==> src/rtl/rc4_pkg.sv <==
// Types and sizes shared by the RC4 S-memory engines (initializer, reader, swap engine).
package rc4_pkg;

    localparam int unsigned DEPTH_S  = 256;
    localparam int unsigned ADDR_W_S = 8;
    localparam int unsigned DATA_W_S = 8;

    typedef enum logic [1:0] {
        StIdle,
        StRead,
        StDrain,
        StDone
    } sweep_state_e;

endpackage

==> src/rtl/rd_tag_pipe.sv <==
// Valid+tag delay line matching a synchronous RAM's read latency.
module rd_tag_pipe #(
    parameter int unsigned LATENCY = 1,
    parameter int unsigned TAG_W   = 8
) (
    input  logic             clk,
    input  logic             reset,
    input  logic             in_valid,
    input  logic [TAG_W-1:0] in_tag,
    output logic             out_valid,
    output logic [TAG_W-1:0] out_tag
);

    logic             valid_q [LATENCY];
    logic             valid_d [LATENCY];
    logic [TAG_W-1:0] tag_q   [LATENCY];
    logic [TAG_W-1:0] tag_d   [LATENCY];

    always_comb begin
        valid_d[0] = in_valid;
        tag_d[0]   = in_tag;
        for (int i = 1; i < LATENCY; i++) begin
            valid_d[i] = valid_q[i-1];
            tag_d[i]   = tag_q[i-1];
        end
    end

    always_ff @(posedge clk or posedge reset) begin
        if (reset) begin
            for (int i = 0; i < LATENCY; i++) begin
                valid_q[i] <= 1'b0;
                tag_q[i]   <= '0;
            end
        end else begin
            for (int i = 0; i < LATENCY; i++) begin
                valid_q[i] <= valid_d[i];
                tag_q[i]   <= tag_d[i];
            end
        end
    end

    assign out_valid = valid_q[LATENCY-1];
    assign out_tag   = tag_q[LATENCY-1];

endmodule

==> src/rtl/s_mem_reader.sv <==
// Sweeps the S memory once per start and checks every word against S[i] = i.
module s_mem_reader
    import rc4_pkg::*;
#(
    parameter int unsigned ADDR_W     = ADDR_W_S,
    parameter int unsigned DATA_W     = DATA_W_S,
    parameter int unsigned DEPTH      = DEPTH_S,
    parameter int unsigned RD_LATENCY = 1
) (
    input  logic              clk,
    input  logic              reset,
    input  logic              start,
    input  logic [DATA_W-1:0] q,
    output logic [ADDR_W-1:0] address,
    output logic              wren,
    output logic              busy,
    output logic              complete,
    output logic              pass,
    output logic [ADDR_W:0]   err_count,
    output logic [ADDR_W-1:0] first_err_addr
);

    // Counter is one bit wider so DEPTH = 2**ADDR_W still has a reachable terminal value.
    localparam logic [ADDR_W:0] LastAddr  = (ADDR_W+1)'(DEPTH - 1);
    localparam logic [ADDR_W:0] MaxErr    = (ADDR_W+1)'(DEPTH);
    localparam logic [1:0]      LastDrain = 2'(RD_LATENCY - 1);

    sweep_state_e      state_q, state_d;
    logic [ADDR_W:0]   addr_q, addr_d;
    logic [1:0]        drain_q, drain_d;
    logic              busy_q, busy_d;
    logic              complete_q, complete_d;
    logic              pass_q, pass_d;
    logic [ADDR_W:0]   err_q, err_d;
    logic [ADDR_W-1:0] first_q, first_d;

    logic              tag_valid;
    logic [ADDR_W-1:0] tag_addr;
    logic [DATA_W-1:0] exp_word;

    rd_tag_pipe #(
        .LATENCY (RD_LATENCY),
        .TAG_W   (ADDR_W)
    ) u_tag_pipe (
        .clk       (clk),
        .reset     (reset),
        .in_valid  (state_q == StRead),
        .in_tag    (addr_q[ADDR_W-1:0]),
        .out_valid (tag_valid),
        .out_tag   (tag_addr)
    );

    assign exp_word = DATA_W'(tag_addr);

    always_comb begin
        state_d    = state_q;
        addr_d     = addr_q;
        drain_d    = drain_q;
        busy_d     = busy_q;
        complete_d = 1'b0;
        pass_d     = pass_q;
        err_d      = err_q;
        first_d    = first_q;

        if (tag_valid && (q != exp_word)) begin
            if (err_q == '0) begin
                first_d = tag_addr;
            end
            if (err_q != MaxErr) begin
                err_d = err_q + 1'b1;
            end
        end

        unique case (state_q)
            StIdle: begin
                if (start) begin
                    state_d = StRead;
                    addr_d  = '0;
                    busy_d  = 1'b1;
                    err_d   = '0;
                    first_d = '0;
                    pass_d  = 1'b0;
                end
            end
            StRead: begin
                if (addr_q == LastAddr) begin
                    state_d = StDrain;
                    drain_d = '0;
                end else begin
                    addr_d = addr_q + 1'b1;
                end
            end
            StDrain: begin
                // The last compare lands on this edge, so judge pass on err_d.
                if (drain_q == LastDrain) begin
                    state_d    = StDone;
                    busy_d     = 1'b0;
                    complete_d = 1'b1;
                    addr_d     = '0;
                    pass_d     = (err_d == '0);
                end else begin
                    drain_d = drain_q + 1'b1;
                end
            end
            StDone: begin
                state_d = StIdle;
            end
            default: begin
                state_d = StIdle;
            end
        endcase
    end

    always_ff @(posedge clk or posedge reset) begin
        if (reset) begin
            state_q    <= StIdle;
            addr_q     <= '0;
            drain_q    <= '0;
            busy_q     <= 1'b0;
            complete_q <= 1'b0;
            pass_q     <= 1'b0;
            err_q      <= '0;
            first_q    <= '0;
        end else begin
            state_q    <= state_d;
            addr_q     <= addr_d;
            drain_q    <= drain_d;
            busy_q     <= busy_d;
            complete_q <= complete_d;
            pass_q     <= pass_d;
            err_q      <= err_d;
            first_q    <= first_d;
        end
    end

    assign address        = addr_q[ADDR_W-1:0];
    assign wren           = 1'b0;
    assign busy           = busy_q;
    assign complete       = complete_q;
    assign pass           = pass_q;
    assign err_count      = err_q;
    assign first_err_addr = first_q;

endmodule
==> config.mk <==
export PLATFORM = sky130hd
export DESIGN_NAME = s_mem_reader
export DESIGN_NICKNAME = d
export VERILOG_FILES = /design/src/rtl/rc4_pkg.sv /design/src/rtl/rd_tag_pipe.sv /design/src/rtl/s_mem_reader.sv
export SDC_FILE = /design/constraint.sdc
export NUM_CORES = 1
export LEC_CHECK = 0
export CAP_MARGIN = 20
export CORE_UTILIZATION = 50
export DETAILED_ROUTE_END_ITERATION = 8
export PLACE_DENSITY = 0.77
export SLEW_MARGIN = 20
export SYNTH_ARGS = -nofsm -noshare
export SYNTH_HDL_FRONTEND = slang
export SYNTH_SLANG_ARGS = --single-unit
==> constraint.sdc <==
create_clock -name clk -period 2.62 [get_ports clk]
set_clock_uncertainty 0.2 [all_clocks]
set_input_delay 0.524 -clock clk [delete_from_list [all_inputs] [get_ports clk]]
set_output_delay 0.524 -clock clk [all_outputs]
set_load 0.02 [all_outputs]
==> run_1/io_fan.png <==
(6 px per um)
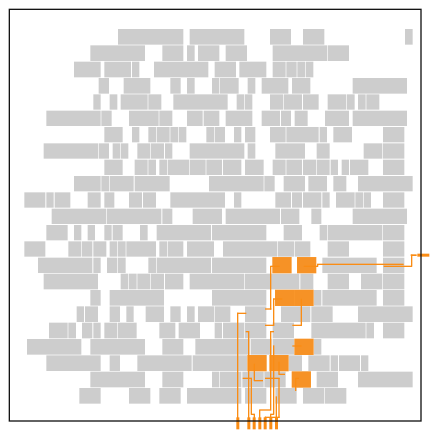
| port | colour | bits | direction | edge | end cells | buffers | wire |
|---|---|---|---|---|---|---|---|
| q | orange | 8 | input | 7 bottom, 1 right | 8 | 8 | 144 um |
PortBufs: 38
I/O pins: 40

==> run_1/metal_density.png <==
(6 px per um) 14 x 14 tiles, from dark blue (low) to red (high), scaled to the fullest tile. Values are wire area over tile area, all layers added.
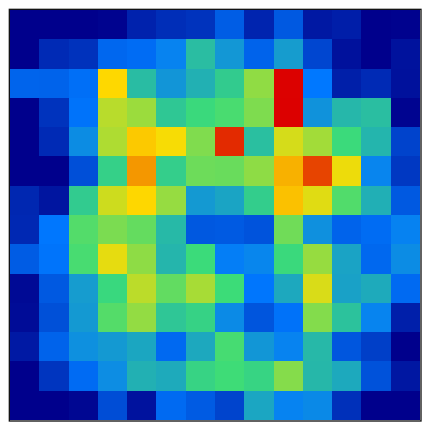
fullest tile: 0.44
tiles over half the peak: 24%
mean over tiles: 0.14
nearly empty tiles: 10%
vias: 1627
Post-Route WL: 4.38 mm
routed len/inst: 14.1 um
All-Layer GR Usage: 21.9%

==> results_dict.tcl, run 1 <==
# implementation run metrics
set metrics [dict create \
    area_share_nonclk_buffers_pct 16.8 \
    numCtsBuffers 5 \
    synth-xor-area-share_pct 8.75 \
    most_common_cell "dfrtp_1" \
    pg_clk_uw 514 \
    holdWs_ns 0.252 \
    status "complete, no violations" \
    drv_slew 0 \
    ir_drop_mv 0.418 \
    hpwlAfterDp_mm 3.12 \
    swShare_pct 37.3 \
    synth_flops 42 \
    intPower_uw 1510 \
    power_density_nw_per_um2 886 \
    drc 0 \
    final-comb-area_um2 998 \
    hold_path_depth 0 \
    nClkBuffers 6 \
    diodes 0 \
    critPathCapture "addr_q[7]" \
    wl_met3_um 112 \
    flops 42 \
    antenna_found_initial 0 \
    min_path_type "flip-flop to flip-flop" \
    nFillCells 329 \
    comb_power_share_pct 42.3 \
    path_class "flip-flop to flip-flop" \
    use_met2_pct 37.3 \
    rr_worst_depth 9 \
    buffers 48 \
    r2r-end "addr_q[7]" \
    met3_usage_pct 4.83 \
    cap_violations 0 \
    dp_slack_ns 0.0149 \
    synth_cells 220 \
    pwr-share-seq_pct 36.4 \
    path_delay_family "simple AND/OR/NAND/NOR gates" \
    rsz0062_at_grt "false" \
    final.setup.tns_ns 0 \
    seq_area_frac_synth_pct 47.7 \
    die_area_um2 4680 \
    common_cells "dfrtp_1 (42), nor2_1 (28), nand2_1 (19), xor2_1 (16), inv_1 (11)" \
    lay_top_count "dfrtp_1" \
    tightest_slew_ns 0.521 \
    layout-drive-gt1-share_pct 9.23 \
    yosys_area_um2 2200 \
    power_leader "combinational logic" \
    cts_setup_buffers 0 \
    setup_slack_ns 0.196 \
    first_pass_iters 4 \
]
==> run_1/wires.png <==
(6 px per um) Only two layers are drawn.
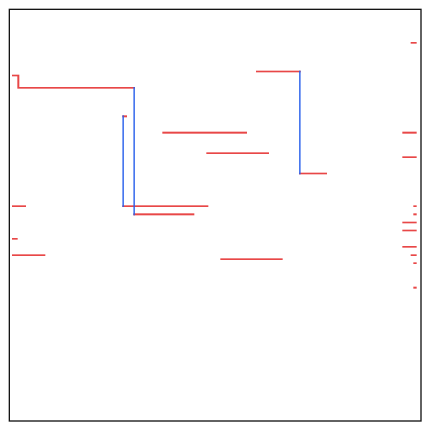
| layer | colour | wire length |
|---|---|---|
| metal 3 | red | 113 um |
| metal 4 | blue | 53.0 um |

==> run 1 -> run 2 <==
--- a/config.mk
+++ b/config.mk
@@ -9,7 +9,7 @@
 export CORE_UTILIZATION = 50
 export DETAILED_ROUTE_END_ITERATION = 8
 export PLACE_DENSITY = 0.77
-export SLEW_MARGIN = 20
+export SLEW_MARGIN = 40
 export SYNTH_ARGS = -nofsm -noshare
 export SYNTH_HDL_FRONTEND = slang
 export SYNTH_SLANG_ARGS = --single-unit
==> constraint.sdc (replaced) <==
create_clock -name clk -period 2.7 [get_ports clk]
set_clock_uncertainty 0.2 [all_clocks]
set_input_delay 0.54 -clock clk [delete_from_list [all_inputs] [get_ports clk]]
set_output_delay 0.54 -clock clk [all_outputs]
set_load 0.02 [all_outputs]
==> results_dict.tcl, run 2 <==
# implementation run metrics
set metrics [dict create \
    seq_area_frac_synth_pct 47.7 \
    pg_clk_uw 507 \
    rr_worst_depth 9 \
    min-delay-start "addr_q[6]" \
    synth-adder-area-share_pct 4.54 \
    nClkBuffers 6 \
    synth-xor-area-share_pct 8.75 \
    cap_violations 0 \
    numPortBuffers 38 \
    power_leader "combinational logic" \
    r2r-end "addr_q[5]" \
    cts_tree "yes" \
    sh_comb_area_pct 36.8 \
    path_class "flip-flop to flip-flop" \
    drv_slew 0 \
    p_clk_share_pct 21.8 \
    use_met2_pct 33.7 \
    drc 0 \
    wl_per_cell_um 13.6 \
    dp.cells 301 \
    diodes 0 \
    period_minus_slack_ns 2.45 \
    drt_wl_total_mm 4.18 \
    antenna_found_initial 0 \
    numCtsBuffers 5 \
    final-comb-area_um2 998 \
    pin_count 40 \
    hold_end "u_tag_pipe.out_tag[6]" \
    rsz0062_at_grt "false" \
    comb_power_share_pct 41.5 \
    yosys_area_um2 2200 \
    buffers 47 \
    status "complete, no violations" \
    ir_drop_mv 0.409 \
    rows 23 \
    most_common_cell "dfrtp_1" \
    pwr-share-seq_pct 36.7 \
    layout-drive-gt1-share_pct 8.91 \
    holdWs_ns 0.245 \
    top_cell_area_share_pct 47.7 \
    synth_flops 42 \
    met3_usage_pct 4.17 \
    nFillCells 338 \
    area.growth.synth_to_final_pct 23.2 \
    common_cells "dfrtp_1 (42), nor2_1 (28), nand2_1 (19), xor2_1 (16), inv_1 (11)" \
    final.setup.tns_ns 0 \
    critPathCapture "addr_q[5]" \
    hpwlAfterDp_mm 3.02 \
    cts_setup_buffers 0 \
    dp_slack_ns 0.0869 \
    wl_met3_um 111 \
    setup_slack_ns 0.254 \
    path_delay_family "simple AND/OR/NAND/NOR gates" \
    hold_path_depth 0 \
    area_share_nonclk_buffers_pct 16.5 \
    vias 1600 \
    first_pass_iters 4 \
    swShare_pct 36.5 \
    die_x_um 68.4 \
    intPower_uw 1480 \
    power_density_nw_per_um2 858 \
    tightest_slew_ns 0.517 \
    cp_num_cells 9 \
    min_path_type "flip-flop to flip-flop" \
    lay_top_count "dfrtp_1" \
    flops 42 \
    taps 50 \
]
==> run_2/flops_by_reg.png <==
(8 px per um) Other sequential cells in the stronger grey, the rest of the logic in the fainter grey.
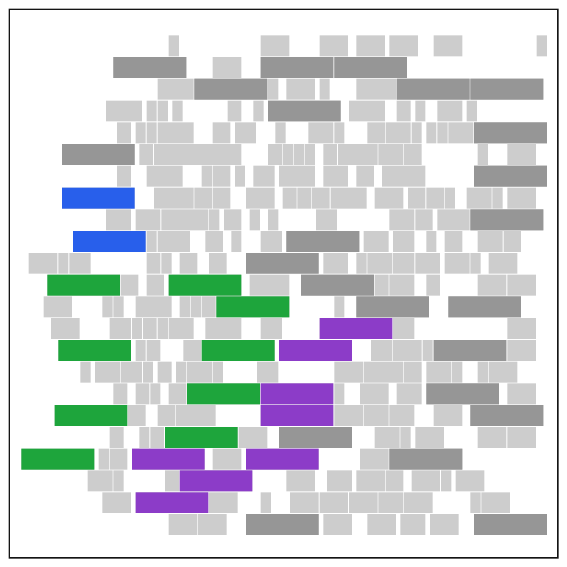
| netlist name | colour | flops |
|---|---|---|
| drain_q | blue | 2 |
| u_tag_pipe.out_tag | purple | 8 |
| addr_q | green | 9 |
Seq area share: 38.7%
Final Util: 65.9%
FF+latch area: 1050 um^2
sequential power: 855 uW

No activity file was given, so power comes from the tool's default toggle rates.
